Figure 1. Routed metal per tile (run 1).
Drawn at 8 px/um. The die is cut into 9 by 9 equal tiles; white is low, dark blue is high, scaled to the fullest tile. Values are wire area over tile area, all layers added.
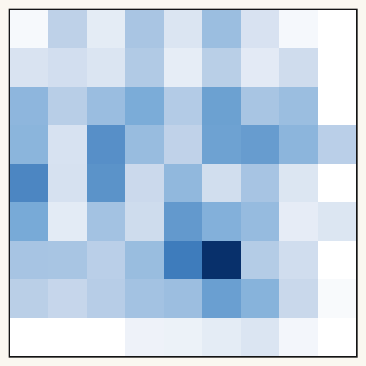
Figure 2. Routed clock nets over the placement (run 1).
Drawn at 8 px/um.
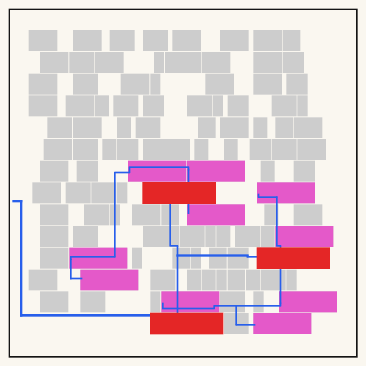
Figure 3. Routing congestion (run 1).
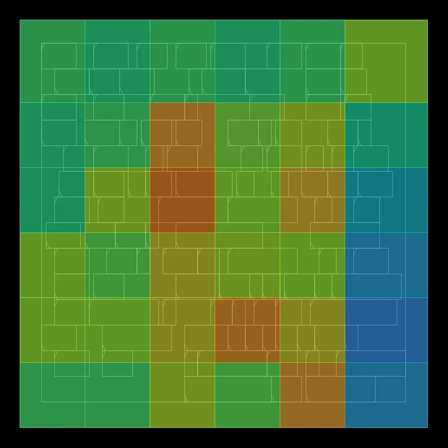
## config.mk

```make
export PLATFORM = sky130hd
export DESIGN_NAME = hazard_stall_controller
export DESIGN_NICKNAME = d
export VERILOG_FILES = /design/src/rtl/riscv_defines.sv /design/src/rtl/hazard_wait_watchdog.sv /design/src/rtl/hazard_stall_controller.sv
export SDC_FILE = /design/constraint.sdc
export NUM_CORES = 1
export LEC_CHECK = 0
export CORE_MARGIN = 2
export CORE_UTILIZATION = 40
export CTS_BUF_LIST = sky130_fd_sc_hd__clkbuf_16
export DETAILED_ROUTE_END_ITERATION = 12
export PLACE_DENSITY_LB_ADDON = 0.1
export SYNTH_ARGS = -nofsm -noshare
export SYNTH_HDL_FRONTEND = slang
export SYNTH_SLANG_ARGS = --single-unit
```

## constraint.sdc

```tcl
create_clock -name clk -period 3.6 [get_ports clk]
set_input_delay 0.9 -clock clk [delete_from_list [all_inputs] [get_ports clk]]
set_output_delay 0.9 -clock clk [all_outputs]
set_load 0.02 [all_outputs]
```

## src/rtl/riscv_defines.sv

```systemverilog
// Shared types for the core's pipeline sequencing logic: hazard FSM states and
// the bundled per-stage stall/flush control word.
package riscv_defines;

  typedef enum logic {
    HZ_RUN     = 1'b0,
    HZ_MD_WAIT = 1'b1
  } hz_state_t;

  typedef struct packed {
    logic stall_f;
    logic stall_d;
    logic stall_e;
    logic stall_m;
    logic flush_d;
    logic flush_e;
    logic flush_m;
    logic flush_w;
  } hz_ctrl_t;

  // Canned control words, bit order stall_f..flush_w (MSB first).
  localparam hz_ctrl_t HZ_CTRL_NONE     = hz_ctrl_t'(8'b0000_0000);
  localparam hz_ctrl_t HZ_CTRL_RESET    = hz_ctrl_t'(8'b0000_1111);
  localparam hz_ctrl_t HZ_CTRL_MEM_WAIT = hz_ctrl_t'(8'b1111_0001);
  localparam hz_ctrl_t HZ_CTRL_MD_BUSY  = hz_ctrl_t'(8'b1110_0010);
  localparam hz_ctrl_t HZ_CTRL_REDIRECT = hz_ctrl_t'(8'b0000_1100);
  localparam hz_ctrl_t HZ_CTRL_LOAD_USE = hz_ctrl_t'(8'b1100_0100);

endpackage

```

## src/rtl/hazard_wait_watchdog.sv

```systemverilog
// Counts consecutive data-memory wait cycles and pulses timeout_o on the cycle
// the run reaches WDOG_LIMIT; the count then restarts from zero.
module hazard_wait_watchdog #(
  parameter int unsigned WDOG_W     = 8,
  parameter int unsigned WDOG_LIMIT = 200
) (
  input  logic clk,
  input  logic reset,
  input  logic mem_wait_i,
  output logic timeout_o
);

  localparam logic [WDOG_W-1:0] LAST_COUNT = WDOG_W'(WDOG_LIMIT - 1);

  logic [WDOG_W-1:0] cnt_q, cnt_d;

  // cnt_q holds completed wait cycles, so the limit is hit while cnt_q == LIMIT-1.
  always_comb begin
    cnt_d     = '0;
    timeout_o = 1'b0;
    if (!reset && mem_wait_i) begin
      if (cnt_q == LAST_COUNT) begin
        timeout_o = 1'b1;
      end else begin
        cnt_d = cnt_q + WDOG_W'(1);
      end
    end
  end

  always_ff @(posedge clk) begin
    if (reset) begin
      cnt_q <= '0;
    end else begin
      cnt_q <= cnt_d;
    end
  end

endmodule

```

## src/rtl/hazard_stall_controller.sv

```systemverilog
// Per-stage stall/flush sequencing for the 5-stage core: memory waits, mul/div
// handshake, branch redirects and load-use. Define HAZARD_PERF_EN to add counters.
module hazard_stall_controller
  import riscv_defines::*;
#(
  parameter int unsigned WDOG_W     = 8,
  parameter int unsigned WDOG_LIMIT = 200
) (
  input  logic       clk,
  input  logic       reset,
  input  logic [4:0] rs1_d,
  input  logic [4:0] rs2_d,
  input  logic [4:0] rd_e,
  input  logic       memread_e,
  input  logic       pcsrc_e,
  input  logic       md_op_e,
  output logic       md_start,
  input  logic       md_done,
  input  logic       dmem_req_m,
  input  logic       dmem_ack,
  output logic       stall_f,
  output logic       stall_d,
  output logic       stall_e,
  output logic       stall_m,
  output logic       flush_d,
  output logic       flush_e,
  output logic       flush_m,
  output logic       flush_w,
  output logic       mem_timeout
`ifdef HAZARD_PERF_EN
  ,
  output logic [31:0] stall_cycles,
  output logic [31:0] flush_events
`endif
);

  hz_state_t state_q, state_d;
  logic      done_pend_q, done_pend_d;
  hz_ctrl_t  ctrl;
  logic      mem_wait;
  logic      load_use;
  logic      md_release;

  assign mem_wait   = dmem_req_m && !dmem_ack;
  assign load_use   = memread_e && (rd_e != 5'd0) && ((rd_e == rs1_d) || (rd_e == rs2_d));
  assign md_release = (state_q == HZ_MD_WAIT) && (md_done || done_pend_q) && !mem_wait;

  always_comb begin
    ctrl        = HZ_CTRL_NONE;
    md_start    = 1'b0;
    state_d     = state_q;
    done_pend_d = done_pend_q;
    if (reset) begin
      ctrl        = HZ_CTRL_RESET;
      state_d     = HZ_RUN;
      done_pend_d = 1'b0;
    end else if (mem_wait) begin
      ctrl = HZ_CTRL_MEM_WAIT;
      // A completion landing under a memory stall must survive until release.
      if ((state_q == HZ_MD_WAIT) && md_done) begin
        done_pend_d = 1'b1;
      end
    end else if ((state_q == HZ_RUN) && md_op_e) begin
      ctrl     = HZ_CTRL_MD_BUSY;
      md_start = 1'b1;
      state_d  = HZ_MD_WAIT;
    end else if ((state_q == HZ_MD_WAIT) && !md_release) begin
      ctrl = HZ_CTRL_MD_BUSY;
    end else begin
      if (md_release) begin
        state_d     = HZ_RUN;
        done_pend_d = 1'b0;
      end
      // The D instruction is wrong-path on a redirect, so no load-use stall.
      if (pcsrc_e) begin
        ctrl = HZ_CTRL_REDIRECT;
      end else if (load_use) begin
        ctrl = HZ_CTRL_LOAD_USE;
      end
    end
  end

  always_ff @(posedge clk) begin
    if (reset) begin
      state_q     <= HZ_RUN;
      done_pend_q <= 1'b0;
    end else begin
      state_q     <= state_d;
      done_pend_q <= done_pend_d;
    end
  end

  assign stall_f = ctrl.stall_f;
  assign stall_d = ctrl.stall_d;
  assign stall_e = ctrl.stall_e;
  assign stall_m = ctrl.stall_m;
  assign flush_d = ctrl.flush_d;
  assign flush_e = ctrl.flush_e;
  assign flush_m = ctrl.flush_m;
  assign flush_w = ctrl.flush_w;

  hazard_wait_watchdog #(
    .WDOG_W    (WDOG_W),
    .WDOG_LIMIT(WDOG_LIMIT)
  ) u_watchdog (
    .clk       (clk),
    .reset     (reset),
    .mem_wait_i(mem_wait),
    .timeout_o (mem_timeout)
  );

`ifdef HAZARD_PERF_EN
  logic [31:0] stall_cnt_q, flush_cnt_q;

  always_ff @(posedge clk) begin
    if (reset) begin
      stall_cnt_q <= '0;
      flush_cnt_q <= '0;
    end else begin
      if (ctrl.stall_f) begin
        stall_cnt_q <= stall_cnt_q + 32'd1;
      end
      if (ctrl.flush_d || ctrl.flush_e) begin
        flush_cnt_q <= flush_cnt_q + 32'd1;
      end
    end
  end

  assign stall_cycles = stall_cnt_q;
  assign flush_events = flush_cnt_q;
`endif

endmodule
```

==> results.txt, run 1 <==
Entry: Yosys synthesis followed by OpenROAD place and route.

Logic synthesis:
- The run puts the mean cell area of the mapped netlist at 8.34 sq um.
- The run gives the area fraction in and, or, nand and nor cells after synthesis as ~26%.
- The run puts the post-synthesis cell area at about 620 sq um.
- The run gives the xor/xnor cell area share of the yosys netlist as 22.7%.

Timing:
- The run gives the final setup violation count as 0.
- The run gives the number of endpoints with negative hold slack in the final report as 0.
- The routed design could run at a clock period as short as ~3.5 ns.
- Setup repair after global routing could not meet its margin everywhere.
- The run gives the total negative setup slack as 0 ns.
- Counting pins that exceed their max-slew limit in the final report gives 0.

Critical path:
- The data arrival time reported for the critical path is ~2.6 ns.
- In this run the critical register-to-register path is captured at u_watchdog.cnt_q[7].
- For the worst flop-to-flop path, the logic depth is 5.
- The timing report shows that the slowest cell on the worst path is sky130_fd_sc_hd__clkdlybuf4s50_1.
- The critical path goes through clkdlybuf4s50_1, or3b_1, a31o_1, inv_2, clkdlybuf4s50_1.
- The run gives the cell seen most often among critical-path stages as sky130_fd_sc_hd__clkdlybuf4s50_1.
- Among all stages on the critical path, the maximum delay recorded is a little under 0.6 ns.
- Per the timing report, the most critical flop-to-flop path originates at u_watchdog.cnt_q[0].
- Looking at the critical path, the highest net fanout was 3.

CTS:
- The run gives the maximum clock insertion buffer count as 2.
- Counting every sink on the clock net gives 10.
- The run puts the number of CTS-inserted buffers at 3.
- The run gives the clock root buffer master as sky130_fd_sc_hd__clkbuf_16.

Power:
- The power report attributes to the clock group a share of 48.7%.
- Of the total power, registers draw between 20% and 30%.
- For the clock group, total power comes out at 0.189 mW.

Worst hold path:
- STA reports the tightest min-delay check as being of type flop to flop.
- The endpoint of the worst hold path is reported as u_watchdog.cnt_q[0].

Detailed routing:
- The run puts the total DRC errors in the routed layout at 0.
- The run gives the count of nets left with antenna violations after detail routing as 0.
- The run gives the met2 wirelength from detailed routing as between 700 and 800 um.
- The run puts the initial detailed-routing violation count at 10.
- For this run, the detailed router's first-pass iteration total came to 4.

Global routing:
- The number of global-route vias before repair came to approximately 600.

Finish:
- The finished layout holds roughly 130 standard cells, fillers aside.

Run status:
- The flow ran to the end, and the final reports show no timing, DRC or antenna violations.

Floorplanning:
- According to the floorplan report, the die height is between 40 and 50 um.

Flow run:
- In this run the maximum-capacitance check reported violations numbering 0.
Back to the opening pictures, Figure 1:
The mean over all tiles is 0.12. 12% of the tiles are over half the peak. 11% of the tiles are nearly empty. The emptiest ninth of the die: top right.

Back to the opening pictures, Figure 2:
Key: clock wires = blue [length 143 um]; flip-flops = magenta [count 10]; cells driving clock nets = red [count 3]
There are 4 routed clock nets.

Back to the opening pictures, Figure 3:
global-route track usage on met1: 19.6%
GRT met3 Usage: 5.11%
Routed wire per std cell: 11.4 um
met2 usage in global routing: 29.3%
All-Layer GR Usage: 17.2%

[run 1: what timing repair did]
action | 4_1_cts | 5_1_grt
buffers inserted | 0 | 0
hold buffers | 0 | 0
setup endpoints to repair | 3 | 2
endpoints found under the hold margin | 0 | 0
cloned | 0 | 0
gates resized | 3 | 6
[run 1: state kept, by name, indices dropped and copies added (netlist names)]
name,count
u_watchdog.cnt_q,8
done_pend_q,1
state_q,1
[run 1: area by class of cell]
cell class | count | area [sq um]
clock buffer | 3 | 75.1
fill | 120 | 427
inverter | 2 | 7.51
multi-input combinational | 59 | 400
sequential | 10 | 200
tap | 16 | 20.0
timing repair buffer | 35 | 342
==> run 1 -> run 2 <==
--- a/config.mk
+++ b/config.mk
@@ -10,6 +10,8 @@
 export CTS_BUF_LIST = sky130_fd_sc_hd__clkbuf_16
 export DETAILED_ROUTE_END_ITERATION = 12
 export PLACE_DENSITY_LB_ADDON = 0.1
+export SLEW_MARGIN = 5
 export SYNTH_ARGS = -nofsm -noshare
 export SYNTH_HDL_FRONTEND = slang
 export SYNTH_SLANG_ARGS = --single-unit
+export TNS_END_PERCENT = 30
Figure 4. Routed clock nets over the placement (run 2).
Drawn at 8 px/um.
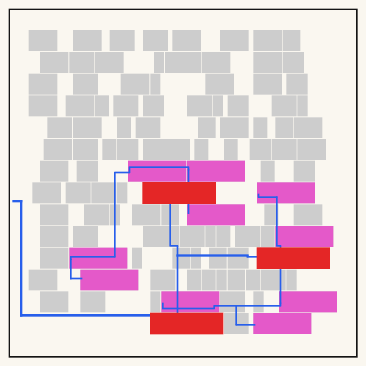
Key: flip-flops = magenta [count 10]; clock wires = blue [length 143 um]; cells driving clock nets = red [count 3]
There are 4 routed clock nets.

==> run 2 against run 1 <==
Fmax unchanged. Clock skew unchanged. Critical endpoint unchanged. Via count unchanged. Combinational power about the same. Synthesized cell count unchanged. Sequential share of layout area unchanged. Flip-flop count unchanged. Cell count unchanged. Final area unchanged. Total power unchanged. Non-clock buffer count unchanged.
==> results.txt, run 2 <==
Entry: Yosys synthesis followed by OpenROAD place and route.

CTS:
- The run gives the number of CTS-inserted buffers as 3.
- The run gives the clock tree from TritonCTS as done.
- The run puts the number of hold-repair buffers added at the cts stage at 0.
- The run puts the clock slew at the register clock pins of the worst setup and hold paths at roughly 0.04 ns.
- The run gives the number of gates given a new drive strength after cts as 3.
- The run gives the clock root buffer master as sky130_fd_sc_hd__clkbuf_16.
- The run gives the clock sink total as 10.
- The run puts the setup fix buffers added after clock tree synthesis at 0.
- The run gives the H-tree depth as 1.
- The run puts the maximum clock insertion buffer count at 2.

Logic synthesis:
- The run gives the count of state elements after synthesis as 10.
- Per the synth stats, the flop cell with the highest instance count is sky130_fd_sc_hd__dfxtp_1.
- The run puts the number of flops mapped to enable cells by yosys at 0.
- In this run, the synthesized area fraction spent on and/or/nand/nor cells is recorded as 25.8%.
- The synthesized netlist devotes between 10% and 20% of its cell area to compound gates.
- After synthesis, the mean cell area works out to around 8.3 sq um.
- Per the synthesis report, the dominant area consumer among library cells is sky130_fd_sc_hd__dfxtp_1.
- Yosys attributes the largest share of cell area to sky130_fd_sc_hd__dfxtp_1 32%, sky130_fd_sc_hd__xor2_1 20%, sky130_fd_sc_hd__nor2_1 5.5%.
- The run puts the post-synthesis cell area at between 600 and 700 sq um.
- The run gives the xor/xnor cell area share of the yosys netlist as ~23%.

Timing:
- The run gives the time the final worst path needs with I/O delays and setup as 3.54 ns.
- Summed over all failing endpoints, the final setup total negative slack is 0 ns.
- The run gives the number of slew-limit violations in the final report as 0.
- Setup repair after global routing could not meet its margin everywhere.
- Measured against its own limit, the worst slew margin works out to about four fifths.
- The run puts the maximum clock frequency at between 0.2 and 0.3 GHz.
- The run puts the number of endpoints with negative hold slack in the final report at 0.
- The run puts the final setup violation count at 0.

Flow run:
- The tool warning count for the run is 27.
- The run gives the number of max-cap violations as 0.

Run status:
- The flow ran to the end, and the final reports show no timing, DRC or antenna violations.

Floorplanning:
- The run puts the number of cell rows at 14.
- The run gives the total core area as 1470 sq um.
- The run puts the die boundary height at 43.3 um.
- The run gives the starting utilization of the core area as 41.9%.

Placed design:
- The run gives the detailed-placement wirelength estimate as around 1200 um.
- Counting tap cells, the placed design contains a total of 122 instances.
- The run gives the total cell area at the placement stage as about 960 sq um.

Worst hold path:
- The startpoint identified for the worst hold timing path is u_watchdog.cnt_q[0].
- STA reports the tightest min-delay check as being of type flop to flop.
- Hold analysis lists the worst path endpoint as u_watchdog.cnt_q[0].

Detailed routing:
- Dividing the detail-routed wire length by the instance count gives ~11 um.
- The run gives the total DRC errors in the routed layout as 0.
- The run gives the number of detailed-route iterations in the first pass as 4.
- Per the log, the first TritonRoute iteration ended with a DRC count of 10.
- In this run the remaining antenna-violating nets after routing total 0.
- The run puts the via density per instance at about 5.0.
- The run puts the via count of the routed design at approximately 620.

Critical path:
- The worst setup path is launched from a primary input.
- Among the stages of the critical path, the cell type that occurs most often is sky130_fd_sc_hd__clkdlybuf4s50_1.
- The run gives the logic depth of the worst register-to-register path as 5.
- Data on the critical path is required at its endpoint by 2.70 ns.
- The run puts the maximum cell stage delay along the critical path at 0.59 ns.
- For reference, the critical path cell chain is clkdlybuf4s50_1, or3b_1, a31o_1, inv_2, clkdlybuf4s50_1.
- The critical path starts at md_done.
- The timing report shows that the slowest cell on the worst path is sky130_fd_sc_hd__clkdlybuf4s50_1.
- The worst setup path is captured at an output pin.
- The endpoint identified for the worst register-to-register timing path is u_watchdog.cnt_q[7].
- Counting buffers and inverters, the worst setup path is 5 cells deep.
- In this run the worst path has a maximum fanout of 3.
- The worst register-to-register path begins at u_watchdog.cnt_q[0].
- The run puts the arrival time at the worst endpoint at 2.64 ns.

Global routing:
- The run gives the number of antenna violations at the first check in global routing as 0.
- Global routing used roughly 17% of the available tracks across all layers.
- The number of global-route vias before repair is ~600.
- The run gives the largest net degree at the start of global routing as 10.

Power:
- Looking at the power breakdown, combinational cells take 21.5% of the total.
- In this run, flip-flops and latches consume 29.8% of the power.
- The run puts the proportion of power drawn by the clock network at 48.7%.
- The dominant power group in this design is clock.
- The run puts the power in sequential cells at 0.116 mW.
- The internal portion of the total power is approximately 0.30 mW.
- The run gives the power density of the placed cells as 371 nW/um^2.
- The run gives the clock network power consumption as ~0.19 mW.
- The run puts the total power at 0.388 mW.

Finish:
- For the completed layout, the total cell area is recorded as 1040 sq um.
- The run gives the filler cell count in the final layout as ~120.
- The run gives the count of nets after finishing as approximately 140.
- In the final layout, the registers with the most flip-flops are u_watchdog.cnt_q x8, done_pend_q x1, state_q x1.
- The run gives the number of standard cells in the final layout excluding fillers as 125.
- The run gives the number of flip-flops in the largest register as 8.
- The run gives the most flop-heavy register as u_watchdog.cnt_q.
[run 2: cell counts in the layout (fill, tap and decap cells not counted)]
Identical to the previous run, type by type.
[run 2: area by class of cell]
cell class	instances	area [sq um]	area share [%]
Multi-Input combinational cell	59	400	38.3
Timing Repair Buffer	35	342	32.7
Sequential cell	10	200	19.2
Clock buffer	3	75.1	7.19
Tap cell	16	20.0	1.92
Inverter	2	7.51	0.719
[run 2: routing by layer]
| layer | global-route usage, % | vias up | part of all wire (%) |
|---|---|---|---|
| met2 | 29.3 | 18 | 53 |
| met5 | 0 | - | 0 |
| li1 | - | 332 | - |
| met1 | 19.6 | 271 | 41 |
| met4 | 7.27 | 0 | 0.98 |
| met3 | 5.11 | 2 | 5.0 |
==> run 2 -> run 3 <==
--- a/config.mk
+++ b/config.mk
@@ -5,6 +5,7 @@
 export SDC_FILE = /design/constraint.sdc
 export NUM_CORES = 1
 export LEC_CHECK = 0
+export ABC_CLOCK_PERIOD_IN_PS = 3600
 export CORE_MARGIN = 2
 export CORE_UTILIZATION = 40
 export CTS_BUF_LIST = sky130_fd_sc_hd__clkbuf_16
Figure 5. Routing congestion (run 3).
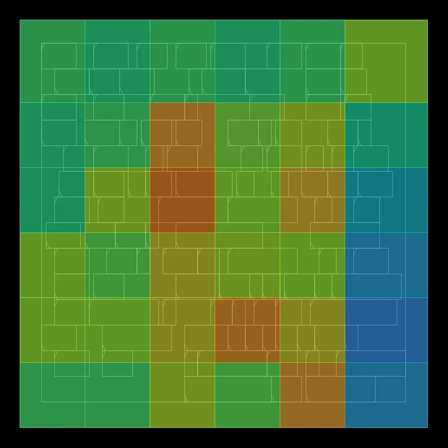
most utilized layer in the global route result: met2
core occupancy in the finished layout: 71.0%

==> run 3 against run 2 <==
Synthesized cell count did not move. Sequential power barely moved. Largest power group unchanged. Critical path depth did not move. Cell count did not move. Non-clock buffer count did not move. Global-route usage did not move. Utilization did not move. Largest cell class unchanged. Sequential share of layout area did not move. Critical path type unchanged. Synthesized area did not move. Flip-flop count did not move. Fmax did not move. Register-to-register slack barely moved.
==> results.txt, run 3 <==
Entry: Yosys synthesis followed by OpenROAD place and route.

CTS:
- In this run the deepest clock path goes through 2 buffers.
- The tree is rooted in a sky130_fd_sc_hd__clkbuf_16.
- The run gives the number of CTS-inserted buffers as 3.
- The run puts the H-tree depth at 1.

Logic synthesis:
- The run gives the post-synthesis cell area as just over 600 sq um.
- The run gives the mean cell area of the mapped netlist as approximately 8.3 sq um.
- The run gives the count of state elements after synthesis as 10.
- By area the synthesized netlist is led by sky130_fd_sc_hd__dfxtp_1 32%, sky130_fd_sc_hd__xor2_1 20%, sky130_fd_sc_hd__nor2_1 5.5%.
- Post-synth the commonest register cell is sky130_fd_sc_hd__dfxtp_1.

Flow run:
- The run gives the number of OpenROAD warnings as 27.
- The run gives the number of max-cap violations as 0.

Critical path:
- The run gives the kind of end point of the critical path as an output pin.
- Traced cell by cell, the critical path runs through clkdlybuf4s50_1, or3b_1, a31o_1, inv_2, clkdlybuf4s50_1.
- Per the timing report, the most critical flop-to-flop path finishes at u_watchdog.cnt_q[7].
- Looking at the reg2reg group, the worst path starts from u_watchdog.cnt_q[0].
- Data on the critical path arrives at its endpoint at about 2.6 ns.
- The run gives the cell seen most often among critical-path stages as sky130_fd_sc_hd__clkdlybuf4s50_1.
- The worst register-to-register path depth is 5.
- The run gives the beginning of the critical path as md_done.
- The run gives the maximum cell stage delay along the critical path as approximately 0.59 ns.
- The run gives the largest fanout on the critical path as 3.

Timing:
- Headroom to the max-slew limit came out at roughly four fifths.
- The run puts the number of endpoints with negative hold slack in the final report at 0.
- The run puts the maximum clock frequency at roughly 0.28 GHz.
- The worst path in the final design needs a cycle of 3.54 ns, including I/O delays and setup.
- The run puts the final setup violation count at 0.
- After routing, the total negative slack on setup checks comes to 0 ns.
- Setup repair after global routing could not meet its margin everywhere.

Finish:
- In the final layout, the registers with the most flip-flops are u_watchdog.cnt_q x8, done_pend_q x1, state_q x1.
- The run gives the number of standard cells in the final layout excluding fillers as 125.
- The run gives the filler cell count in the final layout as around 120.
- The net count of the finished layout is approximately 140.

Detailed routing:
- The run gives the met2 wirelength from detailed routing as roughly 760 um.
- The run gives the number of detailed-route iterations in the first pass as 4.
- The run puts the via density per instance at around 5.0.
- The run gives the total DRC errors in the routed layout as 0.
- The run puts the routed length on met3 at between 70 and 80 um.
- The run puts the via count of the routed design at approximately 620.

Placed design:
- Per the detailed placement report, the placed cell area equals 963 sq um.
- The run puts the cell count after placement at 122.
- The run puts the detailed-placement wirelength estimate at roughly 1200 um.

Global routing:
- The run gives the met1 routing resource usage after global routing as roughly a fifth.
- The run gives the aggregate global-route resource usage as around 17%.
- The run gives the number of global-route vias before repair as about 600.
- The run gives the global routing met3 resource utilization as under 10%.
- The run puts the routing usage on met2 at between 20% and 30%.
- Entering global routing, the biggest net connects 10 pins.
- The number of antenna violations at the first check in global routing is 0.

Worst hold path:
- The run gives the path category of the worst min-delay check as flop to flop.
- The run gives the worst min-delay path endpoint as u_watchdog.cnt_q[0].
- The worst hold path begins at u_watchdog.cnt_q[0].

Floorplanning:
- The run gives the die boundary height as roughly 43 um.
- The floorplan step defined a core boundary enclosing between 1000 and 1500 sq um.
- The floorplan has 14 rows.

Run status:
- The run finished with clean final reports.

Power:
- Overall power consumption after layout is estimated at around 0.39 mW.
- Dividing total power by cell area gives a power density of 371 nW/um^2.
-- run 3: cell counts after synthesis --
No cell type changed its count.
-- run 3: power by group --
part	internal, mW	total (mW)	switching, mW	leakage (nW)
logic	0.0469	0.0834	0.0365	0.324
registers	0.114	0.116	0.00198	0.0810
clock network	0.143	0.189	0.0455	0.0370
-- run 3: timing repair --
action | 4_1_cts | 5_1_grt
endpoints found under the setup margin | 3 | 2
buffers inserted | 0 | 0
resized | 3 | 6
pin swaps | 0 | 0
-- run 3: final cells by class --
| class | count | share of cell area [%] |
|---|---|---|
| Clock buffer | 3 | 7.19 |
| Inverter | 2 | 0.719 |
| Multi-Input combinational cell | 59 | 38.3 |
| Sequential cell | 10 | 19.2 |
| Tap cell | 16 | 1.92 |
| Timing Repair Buffer | 35 | 32.7 |
Power is estimated from default activity; no workload was simulated.
